File: config.mk
export PLATFORM = sky130hd
export DESIGN_NAME = mono_readout_seq
export DESIGN_NICKNAME = d
export VERILOG_FILES = /design/src/rtl/mono_pkg.sv /design/src/rtl/mono_readout_seq_sync.sv /design/src/rtl/mono_readout_seq.sv
export SDC_FILE = /design/constraint.sdc
export NUM_CORES = 1
export LEC_CHECK = 0
export CORE_MARGIN = 2
export CORE_UTILIZATION = 47
export CTS_BUF_LIST = sky130_fd_sc_hd__clkbuf_2
export DETAILED_ROUTE_END_ITERATION = 8
export DONT_BUFFER_PORTS = 1
export REMOVE_ABC_BUFFERS = 1
export SLEW_MARGIN = 30
export SYNTH_ARGS = -nofsm -noshare
export SYNTH_HDL_FRONTEND = slang
export SYNTH_SLANG_ARGS = --single-unit
File: constraint.sdc
create_clock -name CLK -period 3.05 [get_ports CLK]
set_input_delay 0.61 -clock CLK [delete_from_list [all_inputs] [get_ports CLK]]
set_output_delay 0.61 -clock CLK [all_outputs]
set_load 0.05 [all_outputs]
File: src/rtl/mono_pkg.sv
// Shared types and default configuration for the MONOPIX column-drain readout sequencer.
package mono_pkg;

  typedef enum logic [2:0] {
    IDLE,
    DLY_FREEZE,
    READ_LO,
    READ_HI,
    UNFREEZE,
    HOLDOFF
  } state_t;

  // Power-on values the register block loads into the CONF_* fields.
  localparam int unsigned DEF_FREEZE_START = 2;
  localparam int unsigned DEF_READ_HIGH    = 1;
  localparam int unsigned DEF_READ_LOW     = 3;
  localparam int unsigned DEF_FREEZE_STOP  = 4;
  localparam int unsigned DEF_HOLDOFF      = 5;

endpackage

File: src/rtl/mono_readout_seq_sync.sv
// Multi-stage flop synchroniser bringing a single asynchronous level into the CLK domain.
module mono_readout_seq_sync #(
  parameter int STAGES = 2
) (
  input  logic CLK,
  input  logic RST_B,
  input  logic d,
  output logic q
);

  logic [STAGES-1:0] sr;

  // NOTE: sequential state always uses non-blocking assignments so every flop samples pre-edge values.
  always_ff @(posedge CLK or negedge RST_B) begin
    if (!RST_B) sr <= '0;
    else        sr <= {sr[STAGES-2:0], d};
  end

  assign q = sr[STAGES-1];

endmodule

File: src/rtl/mono_readout_seq.sv
// MONOPIX readout sequencer: freezes the matrix on token, strobes READ once per hit
// (throttled by FIFO back-pressure), then unfreezes and holds off before the next frame.
module mono_readout_seq
  import mono_pkg::*;
#(
  parameter int CNT_W       = 8,
  parameter int HIT_CNT_W   = 16,
  parameter int FRAME_CNT_W = 16
) (
  input  logic                   CLK,
  input  logic                   RST_B,
  input  logic                   EN,
  input  logic                   TOKEN,
  input  logic                   FIFO_NEAR_FULL,
  input  logic                   CLR_CNT,
  input  logic [CNT_W-1:0]       CONF_FREEZE_START,
  input  logic [CNT_W-1:0]       CONF_READ_HIGH,
  input  logic [CNT_W-1:0]       CONF_READ_LOW,
  input  logic [CNT_W-1:0]       CONF_FREEZE_STOP,
  input  logic [CNT_W-1:0]       CONF_HOLDOFF,
  output logic                   FREEZE,
  output logic                   READ,
  output logic                   BUSY,
  output logic                   FRAME_START,
  output logic                   FRAME_DONE,
  output logic [HIT_CNT_W-1:0]   HIT_CNT,
  output logic [FRAME_CNT_W-1:0] FRAME_CNT
);

  state_t           state, state_nxt;
  logic [CNT_W-1:0] cnt, cnt_nxt;
  logic             tok_s;
  logic             cnt_zero;
  logic             freeze_nxt, read_nxt, frame_start_nxt, frame_done_nxt;
  logic             hit_inc, frame_inc;

  mono_readout_seq_sync #(.STAGES(2)) u_tok_sync (
    .CLK   (CLK),
    .RST_B (RST_B),
    .d     (TOKEN),
    .q     (tok_s)
  );

  assign cnt_zero = (cnt == '0);
  assign BUSY     = (state != IDLE);

  // NOTE: every output of this block gets a default first, so no path can infer a latch.
  always_comb begin
    state_nxt       = state;
    cnt_nxt         = cnt_zero ? cnt : cnt - 1'b1;
    freeze_nxt      = FREEZE;
    read_nxt        = READ;
    frame_start_nxt = 1'b0;
    frame_done_nxt  = 1'b0;
    hit_inc         = 1'b0;
    frame_inc       = 1'b0;

    case (state)
      IDLE: begin
        if (EN && tok_s) begin
          cnt_nxt         = CONF_FREEZE_START;
          frame_start_nxt = 1'b1;
          state_nxt       = DLY_FREEZE;
        end
      end
      DLY_FREEZE: begin
        if (cnt_zero) begin
          freeze_nxt = 1'b1;
          cnt_nxt    = CONF_READ_LOW;
          state_nxt  = READ_LO;
        end
      end
      READ_LO: begin
        // Token loss beats back-pressure; while near-full, cnt parks at zero and re-checks each cycle.
        if (cnt_zero) begin
          if (!tok_s) begin
            cnt_nxt   = CONF_FREEZE_STOP;
            state_nxt = UNFREEZE;
          end else if (!FIFO_NEAR_FULL) begin
            read_nxt  = 1'b1;
            cnt_nxt   = CONF_READ_HIGH;
            state_nxt = READ_HI;
          end
        end
      end
      READ_HI: begin
        if (cnt_zero) begin
          read_nxt  = 1'b0;
          hit_inc   = 1'b1;
          cnt_nxt   = CONF_READ_LOW;
          state_nxt = READ_LO;
        end
      end
      UNFREEZE: begin
        if (cnt_zero) begin
          freeze_nxt     = 1'b0;
          frame_done_nxt = 1'b1;
          frame_inc      = 1'b1;
          cnt_nxt        = CONF_HOLDOFF;
          state_nxt      = HOLDOFF;
        end
      end
      HOLDOFF: begin
        if (cnt_zero) state_nxt = IDLE;
      end
      default: begin
        state_nxt = IDLE;
        cnt_nxt   = '0;
      end
    endcase
  end

  always_ff @(posedge CLK or negedge RST_B) begin
    if (!RST_B) begin
      state       <= IDLE;
      cnt         <= '0;
      FREEZE      <= 1'b0;
      READ        <= 1'b0;
      FRAME_START <= 1'b0;
      FRAME_DONE  <= 1'b0;
    end else begin
      state       <= state_nxt;
      cnt         <= cnt_nxt;
      FREEZE      <= freeze_nxt;
      READ        <= read_nxt;
      FRAME_START <= frame_start_nxt;
      FRAME_DONE  <= frame_done_nxt;
    end
  end

  // Status counters: a clear on the same edge as an increment leaves the counter at zero.
  always_ff @(posedge CLK or negedge RST_B) begin
    if (!RST_B) begin
      HIT_CNT   <= '0;
      FRAME_CNT <= '0;
    end else begin
      if (CLR_CNT)                        HIT_CNT <= '0;
      else if (hit_inc && HIT_CNT != '1)  HIT_CNT <= HIT_CNT + 1'b1;

      if (CLR_CNT)        FRAME_CNT <= '0;
      else if (frame_inc) FRAME_CNT <= FRAME_CNT + 1'b1;
    end
  end

endmodule

==> summary.txt, run 1 <==
This note records the results obtained with Yosys and OpenROAD.

Run status
The run finished with clean final reports.

Critical path
In this design, the stage delay of the slowest critical-path cell is roughly 0.51 ns. The largest fanout on the critical path is 10. The reg-to-reg critical path startpoint is cnt[0]. In this run the worst setup path terminates at HIT_CNT[13]. According to the timing report, the arrival time at the worst endpoint equals 2.89 ns. The reg-to-reg setup timing slack is 0.54 ns. The startpoint of the most critical setup path is cnt[0]. Listed in order, past its start point the critical path passes inv_1, ha_1, or4b_4, nor4_4, o21ai_4, or4_1, a21oi_1. The timing report lists the critical path depth as 7 cells. The category of the worst setup path launch point is a flop. The worst reg2reg path endpoint is HIT_CNT[13].

The timing report notes that buffer and inverter cells on the critical path total 1.

Yosys
Of the total synthesized cell area, the portion taken by AND-OR and OR-AND cells is 16.7%. The chip area estimate from yosys synthesis is ~0.003 mm^2. The yosys warning tally is 0. In the synthesized netlist, mux cells make up 1.76% of the area. Summing every instance area after synthesis gives between 0.002 and 0.003 mm^2. After synthesis, flip-flops and latches occupy 41.0% of the total area. Summing the areas of all and, or, nand and nor instances in the mapped netlist gives approximately a quarter of the synthesized area.

The adder-cell share of the synthesized area is around 1.7%.

Timing
The worst-case clock skew is around 0.030 ns. The tightest slew margin relative to the limit is 59.1%. The final critical path takes up a little over 80% of the cycle.

Power
The reported sequential group power is between 0.8 and 0.9 mW. Switching power as a fraction of the total was reported as a little under two fifths. The cell-internal power is approximately 1.1 mW.

Placed design
The placed wire-length estimate is ~5300 um. The routability congestion estimate is 0.865.

Layout
The number of multi-input combinational cells is 261. The clock buffer and inverter area fraction after layout is under 10%. Ranking logic cells in the layout by count gives the top entries sky130_fd_sc_hd__dfrtp_1, sky130_fd_sc_hd__nor2_1, sky130_fd_sc_hd__nand2_1. The leading cell category by total area is multi-input combinational cells.

Clocking
Per the CTS log, the buffer count on the longest clock path is 2. The worst-skew pair later-pin latency is ~0.44 ns. The clock root buffer is sky130_fd_sc_hd__clkbuf_2.

Floorplan
From bottom edge to top edge, the die measures 83.8 um. The boundary pin count is 83. Tap insertion was completed with slightly below 80 tapcells. The total area inside the core boundary comes to ~0.0062 mm^2.

Drt
The detailed router finished its first iteration with ~120 violations.

Global route
Total global-route track usage over all layers is between 20% and 30%.

Hold path
STA lists the startpoint of the worst hold path as TOKEN.
[run 1: synthesized netlist by cell type (8+ instances only)]
cell type                   n  area, um^2
sky130_fd_sc_hd__xor2_1    10        87.6
sky130_fd_sc_hd__o211ai_1   8        60.1
sky130_fd_sc_hd__xnor2_1   16         140
sky130_fd_sc_hd__inv_1     11        41.3
sky130_fd_sc_hd__nand4_1    9        56.3
sky130_fd_sc_hd__o21ai_0   18        90.1
sky130_fd_sc_hd__nor2_1    39         146
sky130_fd_sc_hd__dfrtp_1   49        1230
sky130_fd_sc_hd__nor3_1    15        75.1
sky130_fd_sc_hd__nand3_1   14        70.1
sky130_fd_sc_hd__nand2_1   33         124
sky130_fd_sc_hd__a21oi_1   17        85.1
sky130_fd_sc_hd__clkbuf_1  11        41.3
[run 1: worst min-delay path by stage]
stage / depth (start not counted) / endpoint
after floorplan: 0 / FRAME_CNT[0]
after global placement: 0 / FRAME_START
after detailed placement: 0 / FRAME_START
after CTS: 0 / u_tok_sync.sr[0]
after global routing: 1 / FRAME_CNT[4]
final: 0 / u_tok_sync.sr[0]
[run 1: layer usage]
layer	share of wire [%]	vias up
li1	-	1259
met1	48	1261
met2	46	90
met3	5.8	8
met4	1.0	0
met5	0	-
[run 1: metrics by stage]
| step | hold WS, ns | cell area [um^2] | worst slack, ns | std cells |
|---|---|---|---|---|
| after floorplan | 0.314 | 2890 | 0.539 | 321 |
| after global routing | 0.109 | 3270 | 0.407 | 431 |
| final | 0.172 | 3270 | 0.544 | 431 |
| after CTS | 0.140 | 3270 | 0.557 | 431 |
| after global placement | 0.316 | 3160 | 0.659 | 421 |
| after detailed placement | 0.316 | 3160 | 0.582 | 421 |
**Run 1: met3 routing**

(4 px per um) Cells faint in the background.
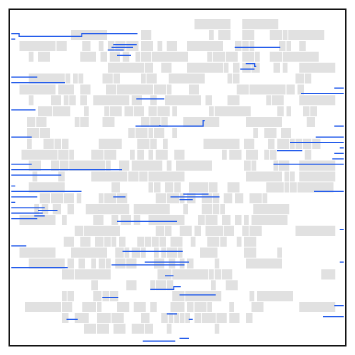
longest straight run = 27.4 um
share of all routed wire = 5.8%
wire length on this layer = 436 um
main direction = horizontal
nets with wire on the layer = 53
met3 Resource Use GR: 5.54%
WL final: 7560 um
via count: 2,618

**Run 1: sequential cells grouped by signal name**

(6 px per um)
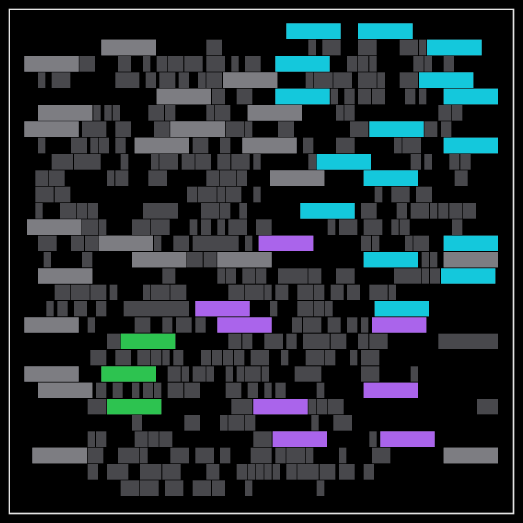
`cnt` -> purple  # flops 8
`state` -> green  # flops 3
`FRAME_CNT` -> cyan  # flops 16
Storage cell area: 0.00123 mm^2
register fraction of the total cell area: 37.5%
utilization of the core after routing: 52.4%

**Run 1: metal 1**

(6 px per um) Supply wires on this layer in gray. Cells faint in the background.
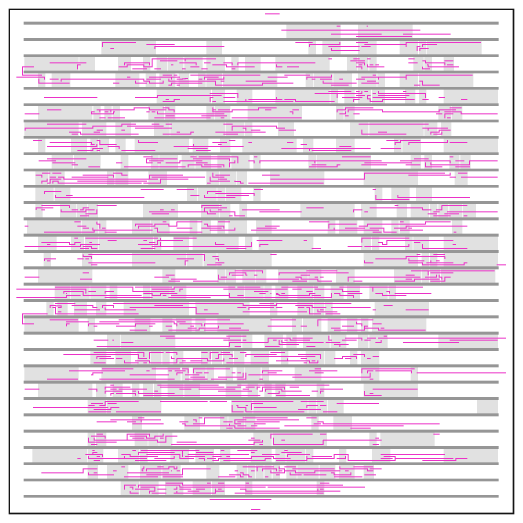
longest straight run = 26.7 um
share of all routed wire = 48%
main direction = horizontal
wire length on this layer = 3,600 um
nets with wire on the layer = 373
met1 global-route usage: 33.9%

**Run 1: congestion heat map**

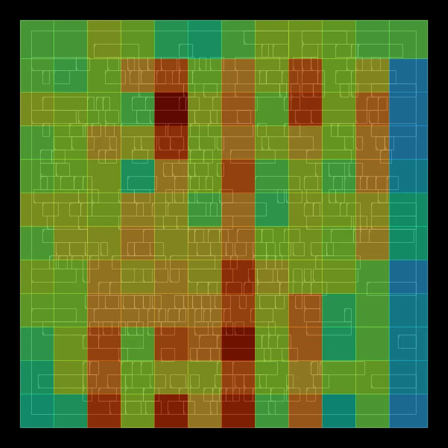
layer carrying the most global-route usage: met1
average wire length per cell after detail routing: 17.5 um
grt met2 use: 32.8%

**Run 1: wiring by layer**

(6 px per um) Two of the layers only.
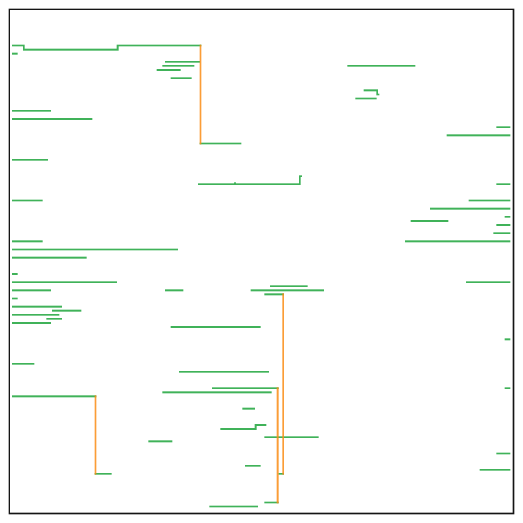

--- run 2 (diff from run 1) ---
- clock period: 3.05 -> 2.61 ns (I/O delays scaled with it)
**Run 2: wiring by layer**

(6 px per um) Two of the layers only.
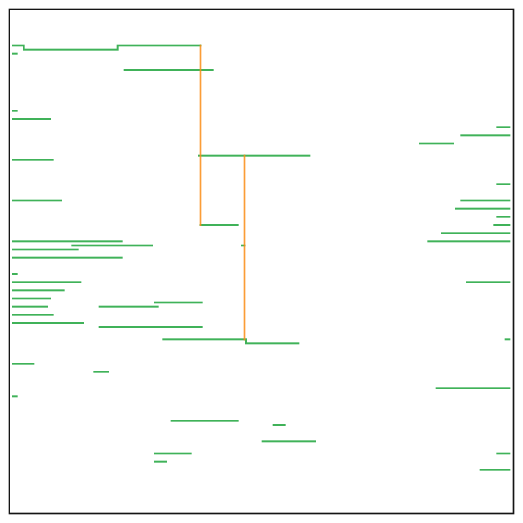
M4 -> orange  # wire length 60.5 um
M3 -> green  # wire length 391 um
via count: 2,653
average wire length per cell after detail routing: 17.0 um
WL final: 7580 um
all-layer global routing usage: 21.8%

**Run 2: metal 1**

(6 px per um) Supply wires on this layer in gray. Cells faint in the background.
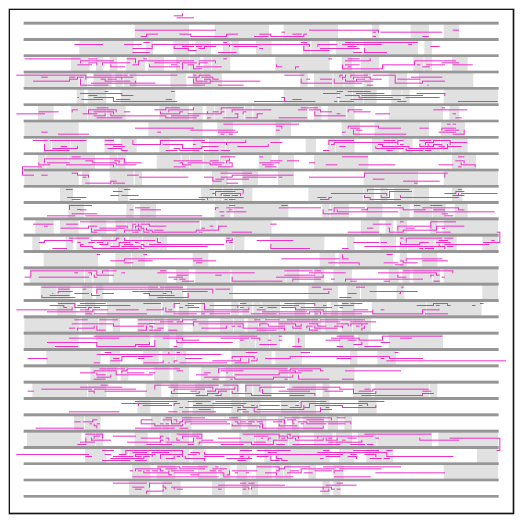
main direction = horizontal
share of all routed wire = 47%
wire length on this layer = 3,560 um
met1 global-route usage: 31.5%

==> run 2 against run 1 <==
Effect of this change:
- combinational power increased by 24%
- clock-buffer cell count unchanged
- global-route usage down 0.62 points
- critical path type unchanged
- highest routed layer unchanged
- synthesized area stayed put
- critical path depth unchanged
- setup slack worse by 0.38 ns
- via count rose by 1.3%
- register-to-register slack got worse by 0.38 ns
- largest power group unchanged
- non-clock buffer count up 15
- flip-flop count stayed put
- hold slack worse by 0.079 ns
==> summary.txt, run 2 <==
This note records the results obtained with Yosys and OpenROAD.

Critical path
The arrival time reported for the critical path endpoint is 2.83 ns (-0.06 ns). The worst setup path is launched from a flop. STA puts the critical path data required time at ~3 ns. The buffer-and-inverter tally for the worst setup path is 1 (unchanged). The largest fanout on the critical path was 10 (unchanged).

Traced cell by cell, the critical path runs through inv_1, ha_1, or4b_4, nor4_4, o21ai_4, or4_1, a21oi_1. The slowest stage of the critical path belongs to the cell sky130_fd_sc_hd__or4b_4.

Floorplan
The placeable core area is 0.00624 mm^2 (unchanged). The overall die height came to 83.8 um (unchanged). The boundary pin count is 83 (unchanged).

Timing
The part of the cycle the worst path needs is 93.5% (+11 points). The final-layout setup total negative slack is 0 ns. The smallest hold slack is 0.0924 ns (-0.0791 ns). The worst-case clock skew is 0.0363 ns (+0.00609 ns).

The tightest slew margin relative to the limit was 62.4% (+3.3 points). Derived from the worst setup path, the maximum achievable clock frequency is a little over 400 MHz. The setup slack of the critical path after layout is 0.168 ns (-0.376 ns).

Drt
The number of vias per cell is a little under 6. The met3 wire length was 390 um (-11%). In this run the top signal layer used is met4. The detailed router's first-iteration violation count is 196 (+65%). The sum of met2 wire segment lengths after detailed routing came to 3570 um (+3.5%).

The detailed-routing wirelength on met1 is 3560 um (-0.95%).

Clocking
The worst-skew pair later-pin latency is 0.45 ns (about the same). The maximum buffer depth of the clock tree was 2 (unchanged). Per the CTS log, the root buffer master is sky130_fd_sc_hd__clkbuf_2.

Run status
The flow ran to the end, and the final reports show no timing, DRC or antenna violations.

Yosys
The yosys warning tally was 0 (unchanged). The biggest area contributor in the post-synthesis netlist is sky130_fd_sc_hd__dfrtp_1. The area share of the leading cell type in the synthesized netlist was 41.0% (unchanged).

The part of the Yosys area used for sequential elements is 41.0% (unchanged). In the post-synthesis netlist, the cell with the most instances is sky130_fd_sc_hd__dfrtp_1. The number of cells in Yosys stat is ~340. Counting instances in the post-synthesis netlist gives the leading cell types as sky130_fd_sc_hd__dfrtp_1, sky130_fd_sc_hd__nor2_1, sky130_fd_sc_hd__nand2_1, sky130_fd_sc_hd__o21ai_0, sky130_fd_sc_hd__a21oi_1. The main area contributors are sky130_fd_sc_hd__dfrtp_1, sky130_fd_sc_hd__nor2_1, sky130_fd_sc_hd__xnor2_1, sky130_fd_sc_hd__nand2_1, sky130_fd_sc_hd__o21ai_0. The area of the mapped netlist is 0.00299 mm^2 (unchanged).

Placed design
The routability congestion estimate is 0.880 (+1.7%). The placed wire-length estimate is 5430 um (+2.5%). The placement-stage worst setup slack is 0.168 ns (-0.414 ns).

Global route
The global routing usage on met3 is 5.14% (-0.40 points). The global-route layer with the greatest usage is met2. The met2 usage in global routing was 33.7% (+0.95 points).

Layout
The library cells used most frequently in the layout, excluding fill and tap cells, are sky130_fd_sc_hd__dfrtp_1, sky130_fd_sc_hd__nor2_1, sky130_fd_sc_hd__buf_4.
==> run 2: cell counts after synthesis <==
No cell type changed its count.
==> run 2: power breakdown <==
| part | switching (mW) | internal (mW) |
|---|---|---|
| clock | 0.260 | 0.0626 |
| sequential | 0.120 | 0.841 |
| combinational | 0.398 | 0.292 |
==> run 2: per-stage QoR <==
step	cells	instance area (um^2)	util, %
floorplan	321	2890	-
global placement	435	3270	52.3
detailed placement	435	3270	52.3
CTS	445	3350	53.6
global route	446	3350	53.7
finish	446	3350	53.7
==> run 2: final cells by class <==
type | instances | area [um^2]
timing repair buffer | 40 | 323
clock inverter | 3 | 17.5
clock buffer | 5 | 25.0
inverter | 11 | 41.3
fill | 601 | 2890
tap | 77 | 96.3
sequential | 49 | 1230
multi-input combinational | 261 | 1620
==> run 2: cells by family after synthesis <==
logic type	share of synthesized area, %
xor gates and xnor gates	7.61
adders and majority gates	1.67
DFF	41.0
AOI/OAI and AO/OA	16.7
and+or+nand+nor	26.5
muxes	1.76
buffers and inverters	4.73
==> run 2: what timing repair did <==
| item | 4_1_cts | 5_1_grt |
|---|---|---|
| hold buffers | 2 | 0 |
| setup endpoints to repair | 0 | 4 |
| endpoints found under the hold margin | 49 | 0 |
| buffers inserted | 0 | 1 |
==> run 2: worst paths after layout <==
check | start | end | slack [ns] | cells after the start
worst max-delay path | cnt[0] | HIT_CNT[13] | 0.17 | 7
worst min-delay path | CLR_CNT | FRAME_CNT[1] | 0.09 | 1
worst max register to register | cnt[0] | HIT_CNT[13] | 0.17 | 7
worst min register to register | u_tok_sync.sr[0] | u_tok_sync.sr[1] | 0.39 | 0
max in group asynchronous | RST_B | state[1] | 1.83 | 2
min in group asynchronous | RST_B | FRAME_START | 0.52 | 2
--- run 3 (diff from run 2) ---
- CAP_MARGIN: not set -> 20
**Run 3: met3 routing**

(4 px per um) Cells faint in the background.
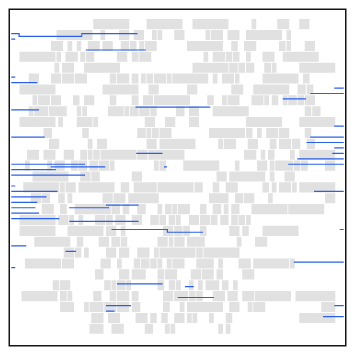
share of all routed wire = 5.1%
nets with wire on the layer = 44
longest straight run = 18.4 um
wire length on this layer = 391 um
met3 Resource Use GR: 5.14%

==> run 3 against run 2 <==
Effect of this change:
- flip-flop count did not move
- global-route usage is the same
- clock skew unchanged
- total power stayed put
- critical path depth stayed put
- hold slack unchanged
- synthesized cell count stayed put
==> summary.txt, run 3 <==
This note records the results obtained with Yosys and OpenROAD.

Floorplan
The overall die height was 83.8 um (unchanged). The boundary pin count was 83 (unchanged).

Timing
The tightest slew margin relative to the limit was 62.4% (unchanged). The fmax was 410 MHz (unchanged). The part of the cycle the worst path needs is 93.5% (unchanged).

The worst-case clock skew is 0.0363 ns (unchanged).

Yosys
The cell type contributing the most total cell area after synthesis is sky130_fd_sc_hd__dfrtp_1. The area share of the leading cell type in the synthesized netlist is 41.0% (unchanged). The most popular library cell in the synthesized design by count is sky130_fd_sc_hd__dfrtp_1. For reference, the top cells by count after synthesis are sky130_fd_sc_hd__dfrtp_1, sky130_fd_sc_hd__nor2_1, sky130_fd_sc_hd__nand2_1, sky130_fd_sc_hd__o21ai_0, sky130_fd_sc_hd__a21oi_1. For reference, the top cells by area after synthesis are sky130_fd_sc_hd__dfrtp_1, sky130_fd_sc_hd__nor2_1, sky130_fd_sc_hd__xnor2_1, sky130_fd_sc_hd__nand2_1, sky130_fd_sc_hd__o21ai_0.

Critical path
The category of the worst setup path launch point is a flop. The reg-to-reg setup timing slack was 0.17 ns (about the same). The data required time at the worst endpoint was 3.00 ns (about the same). The worst reg2reg path endpoint is HIT_CNT[13]. The last element of the critical path is HIT_CNT[13]. The slowest cell on the critical path is sky130_fd_sc_hd__or4b_4. The reg-to-reg critical path startpoint is cnt[0].

The critical path goes through inv_1, ha_1, or4b_4, nor4_4, o21ai_4, or4_1, a21oi_1. The logic depth of the worst path, buffers included is 7 (unchanged). The path depth of the worst reg2reg path is 7 (unchanged).

Drt
In this run the top signal layer used is met4. The mean routed wirelength per cell came to 17.0 um (unchanged). The post-detailed-routing wire length is 7580 um (unchanged). The sum of met2 wire segment lengths after detailed routing is 3570 um (unchanged). The detailed router's first-iteration violation count is 196 (unchanged). The detailed-routing wirelength on met1 was 3560 um (unchanged). The via count of the routed design was 2,653 (unchanged).

Hold path
The instance count along the most critical hold path came to 1 (unchanged). The launch point of the worst min-delay path is recorded as CLR_CNT.

Layout
The multi-input gate area in the final layout is 0.00162 mm^2 (unchanged). The number of fill cells in the layout is 601 (unchanged). The total area of sequential cells is 0.00123 mm^2 (unchanged).

Clocking
The worst-skew pair later-pin latency is 0.45 ns (about the same). The clock root buffer is sky130_fd_sc_hd__clkbuf_2.

Global route
The total routing resource utilization after global routing is 21.8% (unchanged).

Placed design
The placed wire-length estimate was 5430 um (unchanged).

Run status
The flow ran to the end, and the final reports show no timing, DRC or antenna violations.
**Run 3: sequential cells grouped by signal name**

(6 px per um)
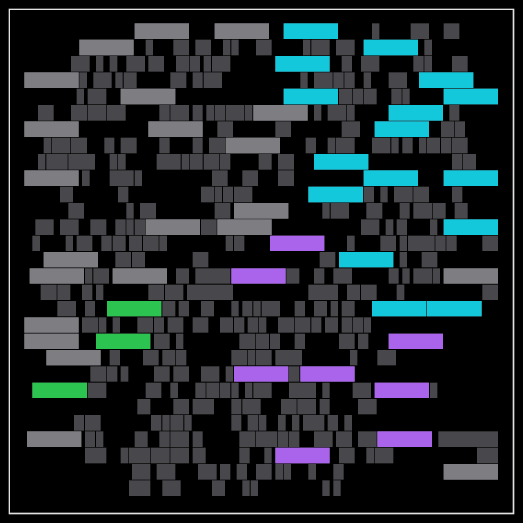
`FRAME_CNT` -> cyan  # flops 16
`state` -> green  # flops 3
`cnt` -> purple  # flops 8
not colored = 22
register fraction of the total cell area: 36.6%
utilization of the core after routing: 53.7%
total sequential power: 0.960 mW

## run 3: per-stage QoR
stage / instances / hold slack, ns / util, % / instance area (um^2)
after floorplan: 321 / 0.226 / - / 2890
after global placement: 435 / 0.228 / 52.3 / 3270
after detailed placement: 435 / 0.228 / 52.3 / 3270
after CTS: 445 / 0.0761 / 53.6 / 3350
after global routing: 446 / 0.0447 / 53.7 / 3350
final: 446 / 0.0924 / 53.7 / 3350
## run 3: layout make-up
type / count / share of cell area [%]
Timing Repair Buffer: 40 / 9.63
Clock inverter: 3 / 0.522
Sequential cell: 49 / 36.6
Multi-Input combinational cell: 261 / 48.4
Inverter: 11 / 1.23
Tap cell: 77 / 2.87
Clock buffer: 5 / 0.746
## run 3: what timing repair did
item                                   CTS  global route
endpoints found under the hold margin   49             0
buffers inserted                         0             1
setup endpoints to repair                0             4
hold buffers                             2             0
## run 3: logic make-up (layout without fill, tap and decap cells)
kind of cell / after synthesis / count (layout) / synth area share [%]
flops: 49 / 49 / 41.0
xor+xnor: 26 / 26 / 7.61
simple gates: 151 / 151 / 26.5
compound gates: 75 / 75 / 16.7
buf+inv: 27 / 59 / 4.73
mux: 5 / 5 / 1.76
fa+ha+maj: 4 / 4 / 1.67
## run 3: routing by layer
metal / up-vias / GRT usage, %
met5: - / 0
met4: 0 / 4.69
met3: 5 / 5.14
met2: 65 / 33.7
met1: 1291 / 31.5
li1: 1292 / -
## run 3: power by group
| part | total [mW] | internal, mW | switching, mW |
|---|---|---|---|
| clock network | 0.323 | 0.0626 | 0.260 |
| logic | 0.690 | 0.292 | 0.398 |
| registers | 0.960 | 0.841 | 0.120 |
| total | 1.97 | 1.19 | 0.777 |
Power is estimated from default activity; no workload was simulated.
